File: config.mk
export PLATFORM = sky130hd
export DESIGN_NAME = pc_fetch_unit
export DESIGN_NICKNAME = d
export VERILOG_FILES = /design/src/rtl/pc_fetch_unit_pkg.sv /design/src/rtl/pc_fetch_unit_redirect_latch.sv /design/src/rtl/pc_fetch_unit.sv
export SDC_FILE = /design/constraint.sdc
export NUM_CORES = 1
export LEC_CHECK = 0
export CELL_PAD_IN_SITES_DETAIL_PLACEMENT = 0
export CELL_PAD_IN_SITES_GLOBAL_PLACEMENT = 2
export CORE_UTILIZATION = 25
export DETAILED_ROUTE_END_ITERATION = 7
export GPL_ROUTABILITY_DRIVEN = 0
export PLACE_DENSITY_LB_ADDON = 0.1
export SLEW_MARGIN = 15
export SYNTH_ARGS = -nofsm -noshare
export SYNTH_HDL_FRONTEND = slang
export SYNTH_SLANG_ARGS = --single-unit
File: constraint.sdc
create_clock -name clk -period 8.1 [get_ports clk]
set_input_delay 1.62 -clock clk [delete_from_list [all_inputs] [get_ports clk]]
set_output_delay 1.62 -clock clk [all_outputs]
set_load 0.05 [all_outputs]
File: src/rtl/pc_fetch_unit_pkg.sv
// Shared PC package: PC width, branch-select encodings, fetch states.
// Imported by the fetch unit and its pending-redirect latch.
package pc_fetch_unit_pkg;

  localparam int PC_W = 64;

  // Next-PC select codes driven by the branch-source stage.
  localparam logic [1:0] PCPLUS4  = 2'd0;
  localparam logic [1:0] PCBRANCH = 2'd1;
  localparam logic [1:0] PCALUOUT = 2'd2;

  typedef enum logic [1:0] {
    RST_WAIT,
    FETCH,
    WAIT,
    HOLD
  } fetch_state_t;

  function automatic logic [PC_W-1:0] align4(
    input logic [PC_W-1:0] a
  );
    return {a[PC_W-1:2], 2'b00};
  endfunction

endpackage

File: src/rtl/pc_fetch_unit_redirect_latch.sv
// pc_redirect_latch: holds one redirect target that arrived while a
// fetch was outstanding. Ports: clk, reset, load, clear, target in; valid, target_q out.
module pc_redirect_latch
  import pc_fetch_unit_pkg::*;
(
  input  logic            clk,
  input  logic            reset,
  input  logic            load,
  input  logic            clear,
  input  logic [PC_W-1:0] target,
  output logic            valid,
  output logic [PC_W-1:0] target_q
);

  // A newer redirect always replaces an older one.
  always_ff @(posedge clk) begin
    if (reset) begin
      valid    <= 1'b0;
      target_q <= '0;
    end else if (load) begin
      valid    <= 1'b1;
      target_q <= target;
    end else if (clear) begin
      valid    <= 1'b0;
    end
  end

endmodule

File: src/rtl/pc_fetch_unit.sv
// PC fetch unit: owns the PC, issues instruction-memory requests, applies
// redirects. Ports: branch bundle in, stall in, imem req/addr/ready, instr report, link, fault.
module pc_fetch_unit
  import pc_fetch_unit_pkg::*;
#(
  parameter logic [63:0] RESET_VECTOR = 64'h0
) (
  input  logic        clk,
  input  logic        reset,
  input  logic [1:0]  branch,
  input  logic        branch_valid,
  input  logic [63:0] branch_target,
  input  logic [63:0] alu_out,
  input  logic [63:0] branch_pc,
  input  logic        stall,
  output logic        imem_req,
  output logic [63:0] imem_addr,
  input  logic        imem_ready,
  output logic        instr_valid,
  output logic [63:0] instr_pc,
  output logic [63:0] link_addr,
  output logic        misalign_fault
);

  fetch_state_t    state;
  logic [PC_W-1:0] pc;
  logic            pend_valid;
  logic [PC_W-1:0] pend_target;
  logic            redirect;
  logic [PC_W-1:0] raw_target;
  logic [PC_W-1:0] target;
  logic            accept;

  assign redirect = branch_valid &&
                    (branch == PCBRANCH || branch == PCALUOUT);
  assign raw_target = (branch == PCALUOUT) ? alu_out
                                           : branch_target;
  assign target = align4(raw_target);

  // Reset gates the request so a pending one is abandoned at once.
  always_comb begin
    imem_req = 1'b0;
    unique case (state)
      RST_WAIT: imem_req = 1'b0;
      FETCH:    imem_req = ~stall;
      WAIT:     imem_req = 1'b1;
      HOLD:     imem_req = 1'b0;
    endcase
    imem_req = imem_req & ~reset;
  end

  assign accept    = imem_req & imem_ready;
  assign imem_addr = pc;

  pc_redirect_latch u_latch (
    .clk      (clk),
    .reset    (reset),
    .load     (state == WAIT && !accept && redirect),
    .clear    (state == WAIT && accept),
    .target   (target),
    .valid    (pend_valid),
    .target_q (pend_target)
  );

  always_ff @(posedge clk) begin
    if (reset) begin
      state          <= RST_WAIT;
      pc             <= RESET_VECTOR;
      instr_valid    <= 1'b0;
      instr_pc       <= '0;
      link_addr      <= '0;
      misalign_fault <= 1'b0;
    end else begin
      instr_valid <= 1'b0;
      if (branch_valid && branch == PCBRANCH)
        link_addr <= branch_pc + 64'd4;
      if (redirect && raw_target[1:0] != 2'b00)
        misalign_fault <= 1'b1;
      unique case (state)
        RST_WAIT: begin
          state <= FETCH;
          if (redirect) pc <= target;
        end
        FETCH: begin
          // A same-cycle redirect squashes the accepted fetch.
          if (redirect) begin
            pc <= target;
          end else if (accept) begin
            pc          <= pc + 64'd4;
            instr_valid <= 1'b1;
            instr_pc    <= pc;
          end
          if (stall)            state <= HOLD;
          else if (!imem_ready) state <= WAIT;
        end
        WAIT: begin
          if (accept) begin
            state <= FETCH;
            if (redirect) begin
              pc <= target;
            end else if (pend_valid) begin
              pc <= pend_target;
            end else begin
              pc          <= pc + 64'd4;
              instr_valid <= 1'b1;
              instr_pc    <= pc;
            end
          end
        end
        HOLD: begin
          if (redirect) pc    <= target;
          if (!stall)   state <= FETCH;
        end
      endcase
    end
  end

endmodule

**Run 1: met1 routing**

Scale bar: 50 um.
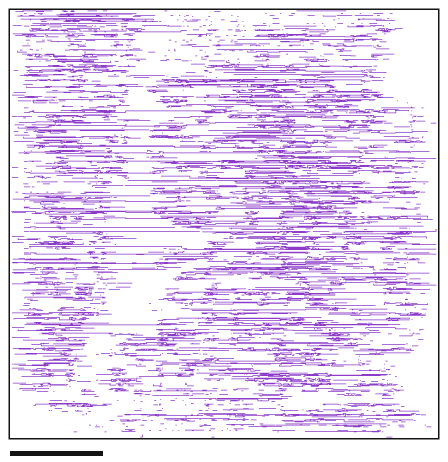
The longest straight run is 92.5 um. The layer carries 26.6 mm of wire. 1,999 nets have wire on it. The layer holds 47% of the routed length. The wires run mostly horizontal.

**Run 1: metal 2**

Scale bar: 50 um. Cells faint in the background.
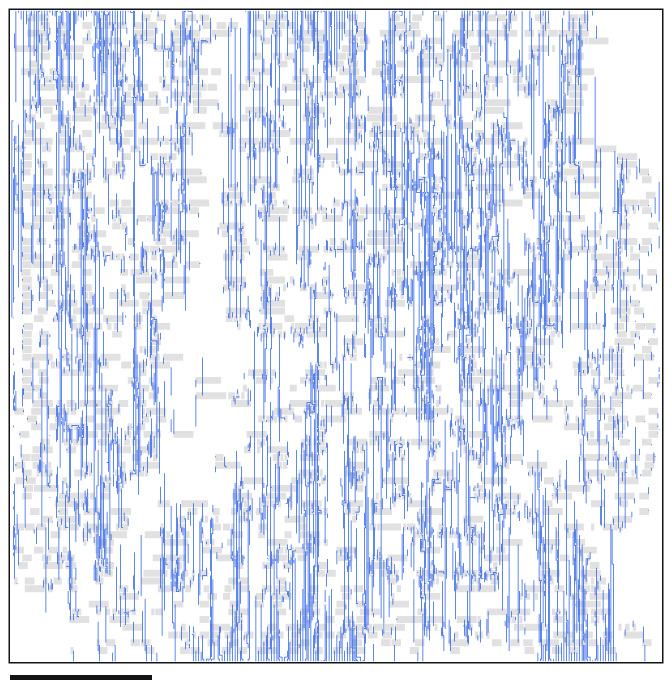
The layer holds 45% of the routed length. The wires run mostly vertical. The longest straight run is 96.6 um. The layer carries 25.4 mm of wire.

==> PnR_summary.wiki, run 1 <==
=== Physical design figures ===
{| class="wikitable"
! Metric !! Value
|-
| Global-route wire length before repair || 84.5 mm
|-
| Maximum number of buffers from clock root to sink || 3
|-
| Total power consumption of the routed design || 4.06 mW
|-
| Delay of the slowest cell on the worst path || 0.88 ns
|-
| Final clock period utilization by the worst path || 0.628
|-
| Yosys reg bits || 255
|-
| Worst vdd ir || 0.0000908 V
|-
| Final Setup Violations || 0
|-
| Achievable Freq || 197 MHz
|-
| Largest area contributor in the synthesized netlist || sky130_fd_sc_hd__dfxtp_1
|-
| Cell chain of the critical path || clkdlybuf4s50_1, nand2b_1, a21oi_1, clkdlybuf4s50_1
|-
| Post CTS Setup Buffer Count || 0
|-
| Count of clock tree sinks || 255
|-
| H-Tree Level Count || 2
|-
| Setup repair after global routing missed its margin || no
|-
| Number of placement rows || 83
|-
| Pin count of the biggest net entering global routing || 96
|-
| Synth top cells by count || 255 x sky130_fd_sc_hd__dfxtp_1, 246 x sky130_fd_sc_hd__nand2_1, 168 x sky130_fd_sc_hd__nor2_1
|-
| Run status || finished, final reports clean
|-
| Number of enable-type register cells in the synthesized netlist || 0
|-
| Worst endpoint required time || 6.48 ns
|-
| Fraction of cell area in non-clock buffers || 0.217
|-
| Most prevalent standard cell on the critical path || sky130_fd_sc_hd__clkdlybuf4s50_1
|-
| Syn Inst Count || 1,681
|-
| Largest type area fraction || 0.393
|-
| Layout inverter count without the clock tree || 23
|-
| Reg area || 5100 um2
|-
| Min-delay worst type || flop to flop
|-
| Highest metal used || met4
|-
| Worst Max-Slew Pin Slew || 1.07 ns
|-
| Number of distinct standard cells referenced by the synthesized netlist || 68
|-
| Routed WL per cell || 21.2 um
|-
| Non-clock buffer count || 409
|-
| Basic-gate share of the synthesized area counting and, or, nand and nor cells || 0.229
|-
| Tally of nets with antenna violations remaining after routing || 0
|-
| CTS tree || done
|-
| Share of the final layout cell area in multi-input gates || 0.394
|-
| Critical-path top delay cell || sky130_fd_sc_hd__clkdlybuf4s50_1
|-
| Fraction of met2 tracks used by global routing || 0.326
|-
| M1 WL || 26.6 mm
|-
| Die Span Y || 230 um
|-
| Final tally of max-slew violations || 0
|-
| Yosys synthesis chip area || 13,000 um2
|-
| Clock period minus final worst setup slack || 5.09 ns
|-
| Antenna violations before repair || 0
|-
| Number of buffers added by the clock tree synthesis step || 35
|-
| Total gr overflow || 0
|-
| Tally of OpenROAD warnings || 29
|-
| Layout Nets || 2,203
|-
| Horiz. Die Dim || 230 um
|-
| Multi-input gate area in the final layout || 7330 um2
|-
| Minimum setup slack in the final design || 3.01 ns
|-
| Number of cell instances after yosys synthesis || 1,681
|-
| Area share of and-or/or-and cells after synthesis || 0.237
|-
| Number of cells in the design after placement || 2,640
|-
| Clock tree root buffer cell || sky130_fd_sc_hd__clkbuf_16
|-
| Layout filler cell count || 5,423
|-
| Worst-path fanout max || 6
|-
| Worst-Skew Late Latency || 0.54 ns
|-
| Max-cap violations || 0
|-
| Pwr/cell area || 218 nW/um2
|-
| Aggregate negative setup slack || 0 ns
|-
| Async S/R FF share, synth || 0
|-
| Worst rel slew slack || 0.279
|-
| Via density || 5.01
|-
| Data arrival time of the worst path || 3.47 ns
|-
| CTS clock-pin slew for the worst setup and hold paths || 0.05 ns
|-
| Share of the core filled with cells in the final layout || 0.363
|-
| Number of logic gates || 1,273
|-
| Std-Cell Core Area || 51,300 um2
|-
| Largest combinational cell category by area || AND-OR/OR-AND gates
|-
| Post-layout instance count excluding filler cells || 2,700
|-
| Biggest area consumer among cell classes || multi-input combinational cells
|-
| Top cells by area, synth || sky130_fd_sc_hd__dfxtp_1 39%, sky130_fd_sc_hd__nand2_1 7.1%, sky130_fd_sc_hd__a21oi_1 6.1%, sky130_fd_sc_hd__o21ai_0 5.4%, sky130_fd_sc_hd__a211oi_1 5.0%
|-
| Detailed-routed wire length on met3 || 3.70 mm
|-
| Leakage component of the power || 5.89 nW
|-
| Router iterations before antenna repair || 5
|-
| Type of element capturing the critical path || output pin
|-
| Summed instance area of the synthesized netlist || 13,000 um2
|-
| Post-placement setup slack || 3.02 ns
|-
| # port buffers || 389
|-
| Startpoint type of the worst setup path || input port
|-
| Fraction of met1 tracks used by global routing || 0.287
|-
| Number of well taps || 680
|-
| Routed length on met2 || 25.4 mm
|-
| Total die size || 52,800 um2
|-
| Met3 Resource Use GR || 0.0506
|-
| Fraction of layout cells with a size suffix above 1 || 0.0500
|-
| Ports || 394
|-
| Sum of routed wire length over all layers || 57.2 mm
|-
| Total of warnings raised by yosys || 0
|-
| Clk_buf instances || 52
|-
| Fin Clk Skew || 0.0243 ns
|-
| Number of global-route vias before repair || 12,925
|-
| Via count || 13,524
|-
| Final Hold Violation Tally || 0
|-
| Total global routing track utilization || 0.210
|-
| Number of inserted diodes || 0
|-
| Avg Cell Area, Syn || 7.72 um2
|-
| Area fraction in mux cells || 0.0486
|-
| Seq/Total Area, Yosys || 0.393
|-
| Share of final layout cell area taken by clock buffers and inverters || 0.0634
|-
| CTS resizes || 0
|-
| Path type of the worst setup path || input port to output pin
|-
| Fraction of area in registers || 0.274
|-
| Most repeated cell in the gate-level netlist after synthesis || sky130_fd_sc_hd__dfxtp_1
|-
| Total half-perimeter wirelength after legalization and detailed placement || 40.8 mm
|-
| Number of sequential storage elements || 255
|-
| Main synth FF type || sky130_fd_sc_hd__dfxtp_1
|-
| Busiest layer in global routing || met2
|-
| Number of design rule violations left after detail routing || 0
|-
| Post-Synth Adder-Cell Area || 0.00675
|-
| Hold buffers post-CTS || 0
|-
| Xor/xnor share || 0.0385
|-
| Floorplan utilization || 0.253
|-
| Count of routing violations after the opening detailed-route iteration || 870
|-
| Area Growth Syn to Fin || 43.3%
|}
**Run 1: signal wires on met3**

Scale bar: 50 um. Cells faint in the background.
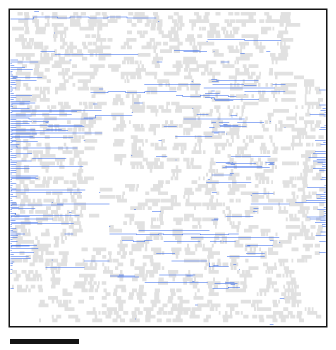
The longest straight run is 66.5 um. The layer carries 3,700 um of wire. 243 nets have wire on it. The layer holds 6.5% of the routed length.

**Run 1: signal wires on met4**

Scale bar: 50 um.
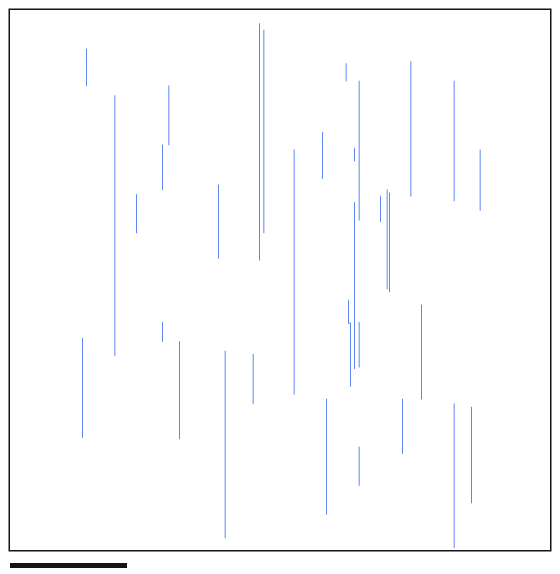
The layer carries 1,380 um of wire. The wires run mostly vertical.

==> run 1: through the flow <==
| step | area, um2 | hold slack (ns) |
|---|---|---|
| 2_1_floorplan | 13000 | 0.478 |
| 3_3_place_gp | 17400 | 0.443 |
| 3_5_place_dp | 17400 | 0.446 |
| 4_1_cts | 18600 | 0.454 |
| 5_1_grt | 18600 | 0.471 |
| 6_report | 18600 | 0.451 |
==> run 1: cells in the final DEF, fill, tap and decap left out, drive strengths merged, types with 23 or more instances in the layout <==
master | synthesis | layout
a21oi | 159 | 159
nand2 | 246 | 246
o21ai | 142 | 142
mux2i | 63 | 63
nand4 | 32 | 32
nor2 | 170 | 170
clkbuf | 107 | 52
inv | 22 | 23
nand3 | 46 | 46
xnor2 | 38 | 38
dfxtp | 255 | 255
clkdlybuf4s50 | 0 | 388
nor3 | 36 | 36
nor4 | 36 | 36
a31oi | 25 | 25
a211oi | 87 | 87
==> run 1: sequential cells by signal, indices dropped and copies added (netlist names) <==
name              cells
link_addr            64
u_latch.valid         1
instr_valid           1
state                 2
instr_pc             62
misalign_fault        1
u_latch.target_q     62
imem_addr            62
==> run 1: final timing paths <==
| check | startpoint | to | slack, ns | depth (start not counted) |
|---|---|---|---|---|
| setup / recovery | stall | imem_req | 3.01 | 4 |
| setup reg to reg | imem_addr[7] | imem_addr[39] | 4.95 | 6 |
| hold / removal | instr_pc[2] | instr_pc[2] | 0.45 | 2 |
| hold reg to reg | instr_pc[2] | instr_pc[2] | 0.45 | 2 |
==> run 1: critical path, delay by kind of cell <==
kind	cells	cell delay, ns
buf+inv	2	1.37
compound gates	1	0.27
simple gates	1	0.20
==> run 1: where the power goes <==
group,internal [mW],switching [mW]
combinational,0.345,0.642
clock,0.996,0.616
sequential,1.33,0.128
**Run 1: congestion heat map**

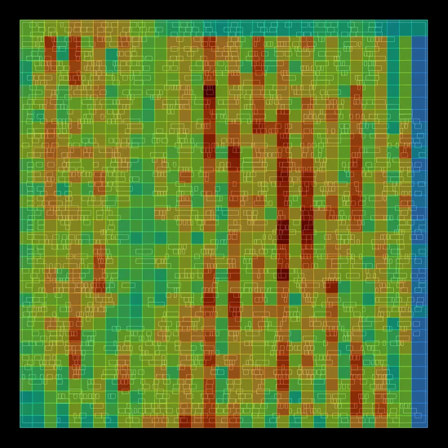

==> run 2: changes to the inputs <==
- CORE_UTILIZATION: 25 -> 24
- clock period: 8.1 -> 4.4 ns (I/O delays scaled with it)
**Run 2: congestion heat map**

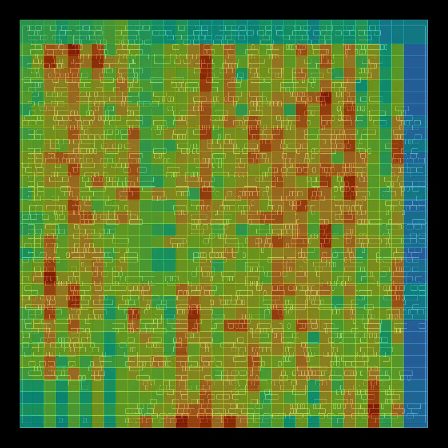
busiest layer in global routing: met2
met3 Resource Use GR: 0.0509

**Run 2: met1 routing**

Scale bar: 50 um.
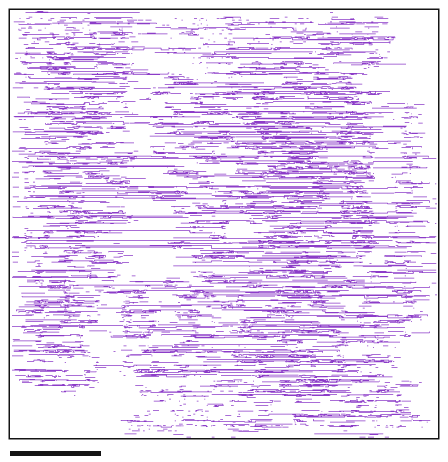
The longest straight run is 106 um. The wires run mostly horizontal. The layer holds 46% of the routed length. 2,046 nets have wire on it. The layer carries 27.3 mm of wire.

==> PnR_summary.wiki, run 2 <==
=== Physical design figures ===
{| class="wikitable"
! Metric !! Value
|-
| Worst vdd ir || 0.000217 V
|-
| Switching power summed over all nets || 2.57 mW
|-
| Startpoint type of the worst setup path || input port
|-
| Main synth FF type || sky130_fd_sc_hd__dfxtp_1
|-
| CTS clock-pin slew for the worst setup and hold paths || 0.06 ns
|-
| Leading power group || the clock network
|-
| Final tally of max-slew violations || 0
|-
| Achievable Freq || 275 MHz
|-
| Worst-Skew Late Latency || 0.54 ns
|-
| End of the worst hold path || instr_pc[62]
|-
| Layout Nets || 2,221
|-
| Endpoint of the worst register-to-register path || imem_addr[50]
|-
| Max-cap violations || 0
|-
| Max FFs per register || 64
|-
| Number of cells in the design after placement || 2,666
|-
| Clock share of power || 0.381
|-
| Cell chain of the critical path || clkdlybuf4s50_1, nand2b_1, a21oi_1, clkdlybuf4s50_1
|-
| Worst reg2reg path startpoint || imem_addr[3]
|-
| Delay of the slowest cell on the worst path || 0.89 ns
|-
| Yosys reg bits || 255
|-
| CP Capture Point || imem_req
|-
| Sum of routed wire length over all layers || 59.0 mm
|-
| Hold buffers post-CTS || 0
|-
| Largest type area fraction || 0.393
|-
| Sw frac || 0.347
|-
| Worst Max-Slew Pin Slew || 0.985 ns
|-
| Maximum number of buffers from clock root to sink || 3
|-
| Total die size || 55,000 um2
|-
| Total of warnings raised by yosys || 0
|-
| Data arrival time of the worst path || 2.76 ns
|-
| Antenna violations before repair || 5
|-
| CTS tree || done
|-
| Fraction of layout cells with a size suffix above 1 || 0.0555
|-
| Final clock period utilization by the worst path || 0.828
|-
| Syn Inst Count || 1,681
|-
| Leakage component of the power || 5.96 nW
|-
| Power share of the combinational group || 0.257
|-
| Worst R2R Path Depth || 6
|-
| Number of design rule violations left after detail routing || 0
|-
| Area Growth Syn to Fin || 44.6%
|-
| Most common cell after layout, fill and taps aside || sky130_fd_sc_hd__clkdlybuf4s50_1
|-
| Tally of nets with antenna violations remaining after routing || 0
|-
| Min-delay worst type || flop to flop
|-
| Number of buffers added by the clock tree synthesis step || 35
|-
| Critical path depth in cells || 4
|-
| Count of clock tree sinks || 255
|-
| CTS resizes || 0
|-
| Worst rel slew slack || 0.337
|-
| Horiz. Die Dim || 235 um
|-
| Ports || 394
|-
| Layout filler cell count || 5,623
|-
| Run status || finished, final reports clean
|-
| Fin Clk Skew || 0.0137 ns
|-
| Number of global-route vias before repair || 12,982
|-
| Router iterations before antenna repair || 5
|-
| Floorplan utilization || 0.245
|-
| Seq/Total Area, Yosys || 0.393
|-
| Setup repair after global routing missed its margin || no
|-
| Path type of the worst setup path || input port to output pin
|-
| Sequential share of power || 0.362
|-
| Number of distinct standard cells referenced by the synthesized netlist || 68
|-
| Via count || 13,685
|-
| Total global routing track utilization || 0.209
|-
| Via density || 5.02
|-
| Total half-perimeter wirelength after legalization and detailed placement || 43.1 mm
|-
| Aggregate negative setup slack || 0 ns
|-
| Synth top cells by count || 255 x sky130_fd_sc_hd__dfxtp_1, 246 x sky130_fd_sc_hd__nand2_1, 168 x sky130_fd_sc_hd__nor2_1
|-
| Tally of OpenROAD warnings || 29
|-
| Routed WL per cell || 21.6 um
|-
| H-Tree Level Count || 2
|-
| Total gr overflow || 0
|-
| Crit path from || stall
|-
| Worst endpoint required time || 3.52 ns
|-
| Number of cell instances after yosys synthesis || 1,681
|-
| Largest area contributor in the synthesized netlist || sky130_fd_sc_hd__dfxtp_1
|-
| Post CTS Setup Buffer Count || 0
|-
| Critical-path top delay cell || sky130_fd_sc_hd__clkdlybuf4s50_1
|-
| Summed instance area of the synthesized netlist || 13,000 um2
|-
| Buffer-and-inverter tally for the worst setup path || 2
|-
| Number of placement rows || 84
|}
**Run 2: signal wires on met3**

Scale bar: 50 um. Cells faint in the background.
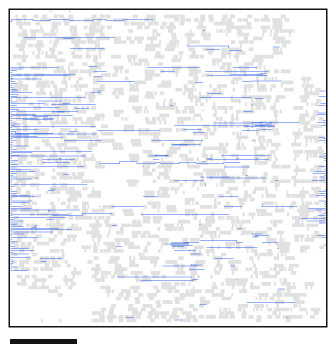
The layer holds 6.7% of the routed length. The longest straight run is 67.2 um. 240 nets have wire on it. The layer carries 3,960 um of wire.

==> run 2: routing by layer <==
metal	wire length, um	up-vias	GRT usage
li1	-	6737	-
met1	27300	6466	0.288
met2	26600	406	0.326
met3	3960	68	0.0509
met4	1020	8	0.0506
met5	56	-	0
==> run 2: final cells by class <==
| class | instances | area [um2] | share of cell area |
|---|---|---|---|
| Clock buffer | 55 | 1060 | 0.0567 |
| Clock inverter | 4 | 45.0 | 0.00240 |
| Inverter | 23 | 86.3 | 0.00460 |
| Multi-Input combinational cell | 1273 | 7340 | 0.391 |
| Sequential cell | 255 | 5100 | 0.272 |
| Tap cell | 688 | 861 | 0.0459 |
| Timing Repair Buffer | 427 | 4270 | 0.227 |
==> run 2: through the flow <==
| step | setup WS (ns) | util | hold slack, ns | instance area [um2] | power [mW] |
|---|---|---|---|---|---|
| floorplan | 1.42 | - | 0.478 | 13000 | 3.70 |
| global placement | 0.587 | 0.333 | 0.442 | 17700 | 4.63 |
| detailed placement | 0.590 | 0.333 | 0.446 | 17700 | 4.63 |
| CTS | 0.744 | 0.354 | 0.454 | 18800 | 7.52 |
| global route | 0.636 | 0.354 | 0.469 | 18800 | 7.73 |
| finish | 0.758 | 0.354 | 0.450 | 18800 | 7.40 |
==> run 2: kinds of logic after synthesis <==
group	after synthesis	synth area share
compound gates	504	0.237
xor+xnor	57	0.0385
fa+ha+maj	7	0.00675
buf+inv	156	0.0469
flops	255	0.393
mux	63	0.0486
other cells	1	0.000289
simple gates	638	0.229
==> run 2: worst min-delay path: stages, from the launching register on <==
cell,delay [ns]
sky130_fd_sc_hd__dfxtp_1,0.30
sky130_fd_sc_hd__nand2_1,0.05
sky130_fd_sc_hd__a21oi_1,0.05
**Run 2: metal 2**

Scale bar: 50 um. Cells faint in the background.
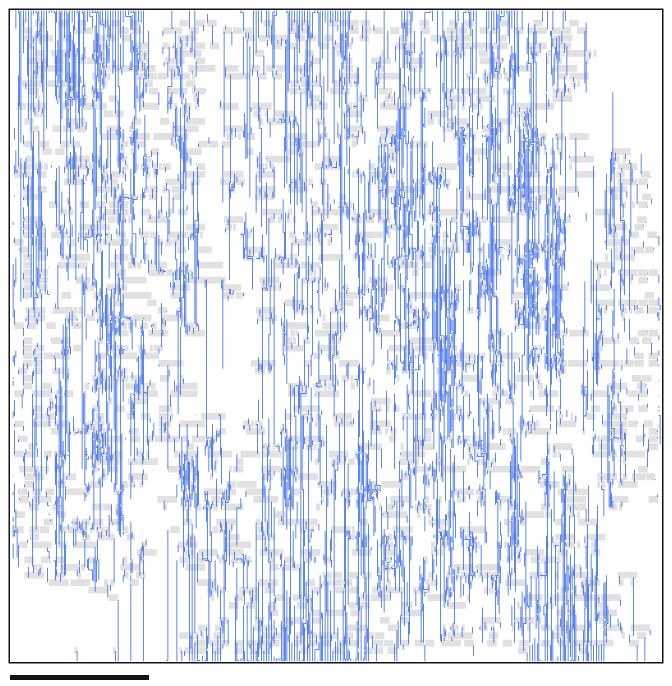

==> run 3: changes to the inputs <==
- clock period: 4.4 -> 3.3 ns (I/O delays scaled with it)
**Run 3: metal 2**

Scale bar: 50 um. Cells faint in the background.
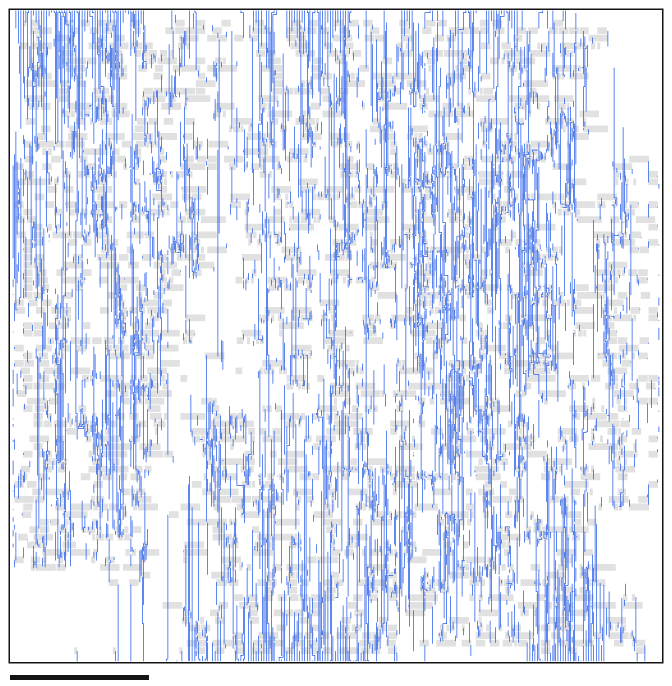
The wires run mostly vertical. The longest straight run is 95.5 um. The layer carries 26.9 mm of wire. The layer holds 45% of the routed length. 1,814 nets have wire on it.

**Run 3: congestion heat map**

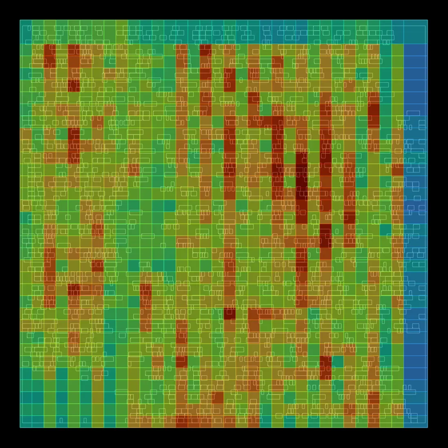
fraction of met1 tracks used by global routing: 0.291
met3 Resource Use GR: 0.0558

==> PnR_summary.wiki, run 3 <==
=== Physical design figures ===
{| class="wikitable"
! Metric !! Value
|-
| Number of global-route vias before repair || 13,402
|-
| Syn Inst Count || 1,681
|-
| Internal power component || 6.91 mW
|-
| Worst hold path cell count || 2
|-
| Number of distinct standard cells referenced by the synthesized netlist || 68
|-
| Sequential share of power || 0.336
|-
| Type of element capturing the critical path || output pin
|-
| Synth top cells by count || 255 x sky130_fd_sc_hd__dfxtp_1, 246 x sky130_fd_sc_hd__nand2_1, 168 x sky130_fd_sc_hd__nor2_1
|-
| Most repeated cell in the gate-level netlist after synthesis || sky130_fd_sc_hd__dfxtp_1
|-
| Fraction of layout cells with a size suffix above 1 || 0.0900
|-
| Area Growth Syn to Fin || 50.7%
|-
| Max FFs per register || 64
|-
| Delay of the slowest cell on the worst path || 0.42 ns
|-
| Total global routing track utilization || 0.212
|-
| Highest-count cells in the layout ignoring fill and taps || 387 x sky130_fd_sc_hd__clkdlybuf4s50_1, 255 x sky130_fd_sc_hd__dfxtp_1, 246 x sky130_fd_sc_hd__nand2_1
|-
| CTS resizes || 0
|-
| Combinational group power || 2.75 mW
|-
| Total die size || 55,000 um2
|-
| Startpoint type of the worst setup path || flop
|-
| Largest type area fraction || 0.393
|-
| Number of design rule violations left after detail routing || 0
|-
| Final tally of max-slew violations || 0
|-
| Endpoint of the worst register-to-register path || imem_addr[38]
|-
| Worst reg2reg path startpoint || state[1]
|-
| Async S/R FF share, synth || 0
|-
| Routed WL per cell || 21.3 um
|-
| Clock tree root buffer cell || sky130_fd_sc_hd__clkbuf_16
|-
| Ports || 394
|-
| Clock period minus final worst setup slack || 2.84 ns
|-
| DP Area || 18,300 um2
|-
| Buffer-and-inverter tally for the worst setup path || 3
|-
| Achievable Freq || 352 MHz
|-
| Worst vdd ir || 0.000336 V
|-
| Hold buffers post-CTS || 0
|-
| Tally of nets with antenna violations remaining after routing || 0
|-
| Yosys reg bits || 255
|-
| Most common cell after layout, fill and taps aside || sky130_fd_sc_hd__clkdlybuf4s50_1
|-
| Router iterations before antenna repair || 6
|-
| CTS tree || done
|-
| Largest area contributor in the synthesized netlist || sky130_fd_sc_hd__dfxtp_1
|-
| Main synth FF type || sky130_fd_sc_hd__dfxtp_1
|-
| Hold wc startpoint || instr_pc[59]
|-
| # port buffers || 389
|-
| Number of buffers added by the clock tree synthesis step || 36
|-
| Pwr/cell area || 533 nW/um2
|-
| Multi-input gate area in the final layout || 7330 um2
|-
| Gate family responsible for the most delay along the worst path || buffers and inverters
|-
| Path type of the worst setup path || flop to output pin
|-
| Total of warnings raised by yosys || 0
|-
| Final Setup Violations || 0
|-
| Number of cell instances after yosys synthesis || 1,681
|-
| Clock share of power || 0.400
|-
| Tally of OpenROAD warnings || 31
|-
| Final clock period utilization by the worst path || 0.861
|-
| Number of placement rows || 84
|-
| Global-route wire length before repair || 87.2 mm
|-
| Via density || 5.03
|-
| Worst R2R Path Depth || 8
|-
| Seq/Total Area, Yosys || 0.393
|-
| Sum of routed wire length over all layers || 59.6 mm
|-
| Post CTS Setup Buffer Count || 0
|-
| Aggregate negative setup slack || 0 ns
|-
| Yosys synthesis chip area || 13,000 um2
|-
| End of the worst hold path || instr_pc[59]
|-
| H-Tree Level Count || 2
|-
| Maximum number of buffers from clock root to sink || 3
|-
| Count of clock tree sinks || 255
|-
| Power of the sequential group || 3.50 mW
|-
| Die Span Y || 235 um
|-
| Layout filler cell count || 5,569
|-
| Leakage component of the power || 6.42 nW
|-
| Fin Clk Skew || 0.0240 ns
|-
| Worst rel slew slack || 0.446
|-
| Summed instance area of the synthesized netlist || 13,000 um2
|-
| Setup repair after global routing missed its margin || no
|-
| Switching power summed over all nets || 3.51 mW
|-
| Count of routing violations after the opening detailed-route iteration || 1,052
|-
| Leading power group || the clock network
|-
| Max-cap violations || 0
|-
| Horiz. Die Dim || 235 um
|-
| CTS clock-pin slew for the worst setup and hold paths || 0.06 ns
|-
| Post-layout instance count excluding filler cells || 2,799
|-
| Worst-Skew Late Latency || 0.56 ns
|-
| Worst Max-Slew Pin Slew || 0.827 ns
|-
| Avg Cell Area, Syn || 7.72 um2
|-
| Run status || finished, final reports clean
|-
| Reg area || 5100 um2
|-
| Number of cells in the design after placement || 2,735
|-
| Final std cell area, no fill || 19,600 um2
|-
| Antenna violations before repair || 5
|}
**Run 3: signal wires on met3**

Scale bar: 50 um. Cells faint in the background.
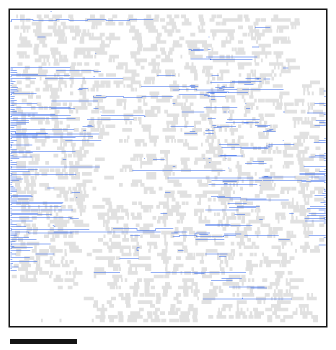
The layer carries 4,360 um of wire. The layer holds 7.3% of the routed length. 251 nets have wire on it.

==> run 3: through the flow <==
stage	setup WS [ns]	hold slack [ns]
3_5_place_dp	-0.0297	0.446
6_report	0.458	0.452
4_1_cts	0.395	0.455
2_1_floorplan	0.460	0.478
5_1_grt	0.314	0.469
3_3_place_gp	-0.0228	0.442
==> run 3: final cells by class <==
type / instances / share of cell area
multi-input combinational: 1273 / 0.375
tap: 688 / 0.0440
clock inverter: 9 / 0.00800
sequential: 255 / 0.261
clock buffer: 55 / 0.0565
inverter: 23 / 0.00441
timing repair buffer: 496 / 0.251
==> run 3: how the worst max path moves through the flow <==
stage | cells past startpoint | end | startpoint | slack, ns
floorplan | 10 | instr_pc[15] | state[0] | 0.46
global placement | 8 | link_addr[44] | branch_pc[2] | -0.02
detailed placement | 10 | link_addr[48] | branch_pc[2] | -0.03
CTS | 6 | imem_req | state[1] | 0.39
global route | 6 | imem_req | state[1] | 0.31
finish | 6 | imem_req | state[1] | 0.46
==> run 3: kinds of logic after synthesis <==
family                   Yosys count  synth area share
AND/OR/NAND/NOR                  638             0.229
adder cells (fa/ha/maj)            7           0.00675
buffers and inverters            156            0.0469
XOR/XNOR                          57            0.0385
AND-OR/OR-AND                    504             0.237
multiplexers                      63            0.0486
other                              1          0.000289
flip-flops                       255             0.393
==> run 3: metal layers <==
| layer | vias to the layer above | track usage | part of all wire | routed length, um |
|---|---|---|---|---|
| met5 | - | 0 | 0.0013 | 80 |
| met4 | 10 | 0.0512 | 0.020 | 1190 |
| met3 | 77 | 0.0558 | 0.073 | 4360 |
| met2 | 435 | 0.327 | 0.45 | 26900 |
| met1 | 6654 | 0.291 | 0.45 | 27100 |
| li1 | 6893 | - | - | - |
Power figures rest on the tool's default switching activity, not on a simulated workload.
